`config.mk`:
```
export PLATFORM = sky130hd
export DESIGN_NAME = ehl_ahb_matrix_in
export DESIGN_NICKNAME = d
export VERILOG_FILES = /design/src/rtl/ehl_ahb_pkg.sv /design/src/rtl/ehl_ahb_addr_decoder.sv /design/src/rtl/ehl_ahb_matrix_in.sv
export SDC_FILE = /design/constraint.sdc
export NUM_CORES = 1
export LEC_CHECK = 0
export CAP_MARGIN = 5
export CORE_AREA = 2 2 129 131
export DETAILED_ROUTE_END_ITERATION = 8
export DIE_AREA = 0 0 131 133
export PLACE_DENSITY = 0.56
export SLEW_MARGIN = 30
export SYNTH_ARGS = -nofsm -noshare
export SYNTH_HDL_FRONTEND = slang
export SYNTH_SLANG_ARGS = --single-unit
```
`constraint.sdc`:
```
create_clock -name hclk -period 3.1 [get_ports hclk]
set_input_delay 0.62 -clock hclk [delete_from_list [all_inputs] [get_ports hclk]]
set_output_delay 0.62 -clock hclk [all_outputs]
set_load 0.02 [all_outputs]
```
`src/rtl/ehl_ahb_pkg.sv`:
```
// Shared AHB encodings and input-stage state type for the AHB matrix.
// Latency: n/a (declarations only).
// Backpressure: n/a.
// Contents: HTRANS/HRESP codes, input-stage state encoding, captured
// address-phase struct.
package ehl_ahb_pkg;

  localparam logic [1:0] HTRANS_IDLE   = 2'b00;
  localparam logic [1:0] HTRANS_BUSY   = 2'b01;
  localparam logic [1:0] HTRANS_NONSEQ = 2'b10;
  localparam logic [1:0] HTRANS_SEQ    = 2'b11;

  localparam logic [1:0] HRESP_OKAY    = 2'b00;
  localparam logic [1:0] HRESP_ERROR   = 2'b01;

  // IDLE : no data phase outstanding
  // PEND : address phase held, waiting for the path to accept it
  // DATA : data phase in progress on path r_sel
  // ERR1/ERR2 : two-cycle default-slave ERROR response
  typedef enum logic [2:0] {
    S_IDLE = 3'd0,
    S_PEND = 3'd1,
    S_DATA = 3'd2,
    S_ERR1 = 3'd3,
    S_ERR2 = 3'd4
  } state_t;

  // Address-phase bundle, both as driven to the paths and as captured.
  typedef struct packed {
    logic [31:0] addr;
    logic [1:0]  trans;
    logic        write;
    logic [2:0]  size;
    logic [2:0]  burst;
    logic [3:0]  prot;
  } aphase_t;

endpackage

```
`src/rtl/ehl_ahb_addr_decoder.sv`:
```
// Address decoder: address -> one-hot slave select plus no-match flag.
// Latency: combinational.
// Backpressure: none.
// Ports: i_addr (32) in; o_sel (SNUM, one-hot) out; o_nomatch out.
// Overlapping windows resolve to the lowest slave index.
module ehl_ahb_addr_decoder #(
  parameter int                     SNUM  = 4,
  parameter logic [SNUM*32-1:0]     SBASE = {SNUM{32'h0}},
  parameter logic [SNUM*32-1:0]     SMASK = {SNUM{32'hF000_0000}}
) (
  input  logic [31:0]      i_addr,
  output logic [SNUM-1:0]  o_sel,
  output logic             o_nomatch
);

  always_comb begin
    o_sel     = '0;
    o_nomatch = 1'b1;
    // Walk from highest to lowest so the lowest matching index is the last
    // one written and therefore wins.
    for (int j = SNUM - 1; j >= 0; j--) begin
      if ((i_addr & SMASK[j*32 +: 32]) == SBASE[j*32 +: 32]) begin
        o_sel     = '0;
        o_sel[j]  = 1'b1;
        o_nomatch = 1'b0;
      end
    end
  end

endmodule

```
`src/rtl/ehl_ahb_matrix_in.sv`:
```
// Per-master AHB matrix input stage: decode, forward or hold the address
// phase, return the selected path's response; default slave on no match.
// Latency: zero added waits when the path is ready; a held address phase
// costs one cycle plus the path stall.
// Backpressure: om_hready follows the selected path in DATA, is low while
// holding (PEND) and during the first ERROR cycle.
// Ports: hclk/hreset; im_* master address/data phase in; om_* response to
// master; os_* address phase to paths (os_htrans per path); is_* per-path
// response in.
module ehl_ahb_matrix_in
  import ehl_ahb_pkg::*;
#(
  parameter int                 SNUM  = 4,
  parameter logic [SNUM*32-1:0] SBASE = {SNUM{32'h0}},
  parameter logic [SNUM*32-1:0] SMASK = {SNUM{32'hF000_0000}}
) (
  input  logic                 hclk,
  input  logic                 hreset,
  input  logic [31:0]          im_haddr,
  input  logic [1:0]           im_htrans,
  input  logic                 im_hwrite,
  input  logic [2:0]           im_hsize,
  input  logic [2:0]           im_hburst,
  input  logic [3:0]           im_hprot,
  input  logic [31:0]          im_hwdata,
  output logic [31:0]          om_hrdata,
  output logic                 om_hready,
  output logic [1:0]           om_hresp,
  output logic [31:0]          os_haddr,
  output logic [SNUM*2-1:0]    os_htrans,
  output logic                 os_hwrite,
  output logic [2:0]           os_hsize,
  output logic [2:0]           os_hburst,
  output logic [3:0]           os_hprot,
  output logic [31:0]          os_hwdata,
  input  logic [SNUM*32-1:0]   is_hrdata,
  input  logic [SNUM-1:0]      is_hready,
  input  logic [SNUM*2-1:0]    is_hresp
);

  localparam int SW = (SNUM > 1) ? $clog2(SNUM) : 1;

  state_t          r_state;
  state_t          w_next_state;
  logic [SW-1:0]   r_sel;        // path owning the held/data phase
  logic [SW-1:0]   w_next_sel;
  logic [SW-1:0]   r_last_sel;   // last path given a NONSEQ/SEQ, target of BUSY
  logic [SW-1:0]   w_next_last;
  aphase_t         r_ap;         // captured address phase for PEND
  aphase_t         w_im_ap;
  aphase_t         w_ap;         // address phase currently driven to paths
  logic            w_capture;

  logic [SNUM-1:0] w_dec_sel;
  logic            w_dec_nomatch;
  logic [SW-1:0]   w_dec_idx;
  logic [SNUM*2-1:0] w_trans;

  ehl_ahb_addr_decoder #(
    .SNUM  (SNUM),
    .SBASE (SBASE),
    .SMASK (SMASK)
  ) u_dec (
    .i_addr    (im_haddr),
    .o_sel     (w_dec_sel),
    .o_nomatch (w_dec_nomatch)
  );

  // One-hot to index; no match is handled separately as the default slave.
  always_comb begin
    w_dec_idx = '0;
    for (int i = 0; i < SNUM; i++) begin
      if (w_dec_sel[i]) w_dec_idx = SW'(i);
    end
  end

  assign w_im_ap = '{addr: im_haddr, trans: im_htrans, write: im_hwrite,
                     size: im_hsize, burst: im_hburst, prot: im_hprot};

  always_comb begin
    w_next_state = r_state;
    w_next_sel   = r_sel;
    w_next_last  = r_last_sel;
    w_capture    = 1'b0;
    w_ap         = w_im_ap;
    w_trans      = '0;
    om_hready    = 1'b1;
    om_hresp     = HRESP_OKAY;
    om_hrdata    = '0;

    case (r_state)
      S_PEND: begin
        om_hready = 1'b0;
        w_ap      = r_ap;
        w_trans[r_sel*2 +: 2] = r_ap.trans;
        if (is_hready[r_sel]) w_next_state = S_DATA;
      end
      S_DATA: begin
        om_hready = is_hready[r_sel];
        om_hresp  = is_hresp[r_sel*2 +: 2];
        om_hrdata = is_hrdata[r_sel*32 +: 32];
      end
      S_ERR1: begin
        om_hready    = 1'b0;
        om_hresp     = HRESP_ERROR;
        w_next_state = S_ERR2;
      end
      S_ERR2: begin
        om_hresp = HRESP_ERROR;
      end
      default: ;
    endcase

    // A master address phase is only valid when the master sees hready high;
    // in DATA/ERR2 this pipelines the next phase into the completing cycle.
    if (om_hready) begin
      w_next_state = S_IDLE;
      case (im_htrans)
        HTRANS_NONSEQ, HTRANS_SEQ: begin
          if (w_dec_nomatch) begin
            w_next_state = S_ERR1;
          end else begin
            w_trans[w_dec_idx*2 +: 2] = im_htrans;
            w_next_sel  = w_dec_idx;
            w_next_last = w_dec_idx;
            if (is_hready[w_dec_idx]) begin
              w_next_state = S_DATA;
            end else begin
              w_capture    = 1'b1;
              w_next_state = S_PEND;
            end
          end
        end
        HTRANS_BUSY: begin
          // Keeps the burst context on the path; no data phase follows here.
          w_trans[r_last_sel*2 +: 2] = HTRANS_BUSY;
        end
        default: ;
      endcase
    end

    // Nothing is offered to any path while reset is held.
    if (hreset) w_trans = '0;
  end

  assign os_haddr  = w_ap.addr;
  assign os_hwrite = w_ap.write;
  assign os_hsize  = w_ap.size;
  assign os_hburst = w_ap.burst;
  assign os_hprot  = w_ap.prot;
  assign os_htrans = w_trans;
  assign os_hwdata = im_hwdata;

  always_ff @(posedge hclk or posedge hreset) begin
    if (hreset) begin
      r_state    <= S_IDLE;
      r_sel      <= '0;
      r_last_sel <= '0;
      r_ap       <= '0;
    end else begin
      r_state    <= w_next_state;
      r_sel      <= w_next_sel;
      r_last_sel <= w_next_last;
      if (w_capture) r_ap <= w_im_ap;
    end
  end

endmodule

```
==> metrics.yaml <==
drv_cap: 0
crit_fanout: 2
initial_utilization_pct: 18.9
route.met3.wl_um: 907
die_w_um: 131
holdBufCountCts: 0
p_per_area_nw_per_um2: 694
setup_tns_ns: 0
place_inst: 600
crit_type: "input pin to primary output"
portBuffers: 161
wl_um: 8680
clock_path_buffers: 2
end_kind: "primary output"
via_count: 2299
path_cells: "clkdlybuf4s50_1 -> or4_4 -> nand2_1 -> a32oi_1 -> nor2_1 -> dlygate4sd2_1"
grt_pass1_wl_um: 12900
clk_share_pct: 3.36
seq_area_frac_synth_pct: 39.3
met2_usage_pct: 17.6
topCombFamilyByArea: "multiplexers"
fin_skew_ns: 0.00298
irDropWorstVdd_uv: 208
ys_sh_adder_pct: 0
design.seq.count: 48
hp-class: "register to register"
syn_area_um2: 3060
via_per_inst: 3.78
tool_warnings: 131
setup_ws_ns: 0.222
maxSlewViolCount: 0
grt_use_met1_pct: 10.3
run_status: "completed"
non_clock_buffer_area_share_pct: 35.3
synth_cell_types: 26
p_leak_nw: 2.12
finalSetupViolations: 0
io_pins: 337
top_usage_layer: "met2"
clkbuf_count: 6
dominant_cells: "buffers"
synth_flops: 48
flop_area_um2: 1200
syn_avg_cell_area_um2: 12.3
seq_share_pct: 24.6
async_flop_share_pct: 100
root_buffer: "clkbuf_16"
rsz0062_at_grt: "false"
num-nonclk-inverters: 2
row_count: 47
path summary, 6_finish.rpt:
path | start | endpoint | slack (ns) | cells past startpoint
setup / recovery | im_haddr[29] | os_htrans[0] | 0.22 | 6
hold / removal | r_ap[12]$_DFFE_PP0P_ | r_ap[12]$_DFFE_PP0P_ | 0.47 | 1
setup reg to reg | r_state[1]$_DFFE_PP0P_ | r_ap[36]$_DFFE_PP0P_ | 1.12 | 6
hold reg to reg | r_ap[12]$_DFFE_PP0P_ | r_ap[12]$_DFFE_PP0P_ | 0.47 | 1
max in group asynchronous | hreset | r_ap[44]$_DFFE_PP0P_ | 1.86 | 3
min in group asynchronous | hreset | r_ap[10]$_DFFE_PP0P_ | 0.67 | 2
logic make-up (layout without fill, tap and decap cells):
kind of cell	after synthesis	after routing
buffers and inverters	51	186
AND-OR/OR-AND	8	8
AND/OR/NAND/NOR	57	57
flip-flops	48	48
other	1	6
multiplexers	83	83
stage by stage:
stage	utilization, %	cell area [um^2]
floorplan	-	3080
global placement	29.2	4720
detailed placement	29.2	4720
CTS	30.2	4880
global route	30.2	4880
finish	30.2	4880
power breakdown:
group / internal, mW / switching [mW]
logic: 1.03 / 0.833
clock network: 0.380 / 0.237
registers: 0.798 / 0.104
sequential cells by signal (all words and copies together) (netlist names):
name     count
r_state      3
r_ap        45
cells in the final DEF, fill, tap and decap left out, types with 2 or more instances in the layout:
master and n:
dlygate4sd2_1 2, mux2_2 48, a21oi_1 2, nand2b_1 3, nand2_1 4, a32oi_1 2, clkbuf_16 5, dfrtp_1 48
mux2_4 35, nor2_4 2, and2_1 37, conb_1 6, buf_4 14, clkdlybuf4s50_1 159, nor2_1 6
timing repair:
action / 4_1_cts / 5_1_grt
endpoints found under the setup margin: 2 / 2
resized: 2 / 1
hold endpoints to repair: 0 / 0
buffers inserted: 0 / 0
**Clock nets**

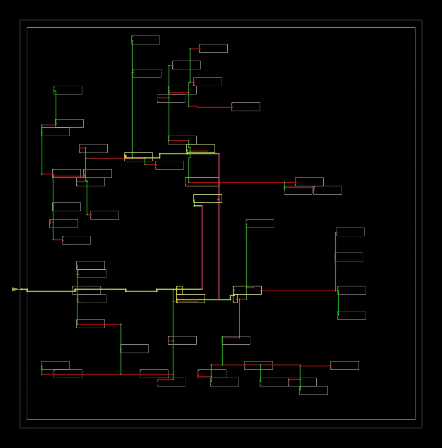
clock-net power: 617 uW
Worst-Skew Late Latency: 0.29 ns

**Sequential cells colored by netlist name**

Other cells in gray.
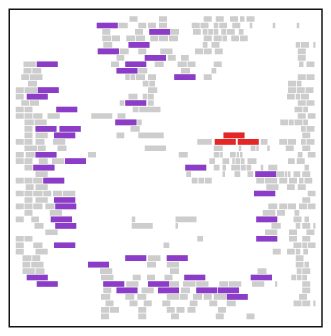
- purple: `r_ap` (flops 45; where spread over the die)
- red: `r_state` (flops 3)

**Clock wires, drivers and flops**

The bar under the picture is 50 um long.
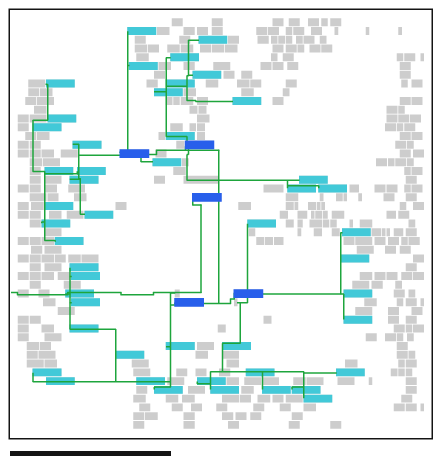
- green: clock wires (length 831 um)
- cyan: flip-flops (count 48)
- blue: cells driving clock nets (count 5)
- routed clock nets: 6

Power is estimated from default activity; no workload was simulated.
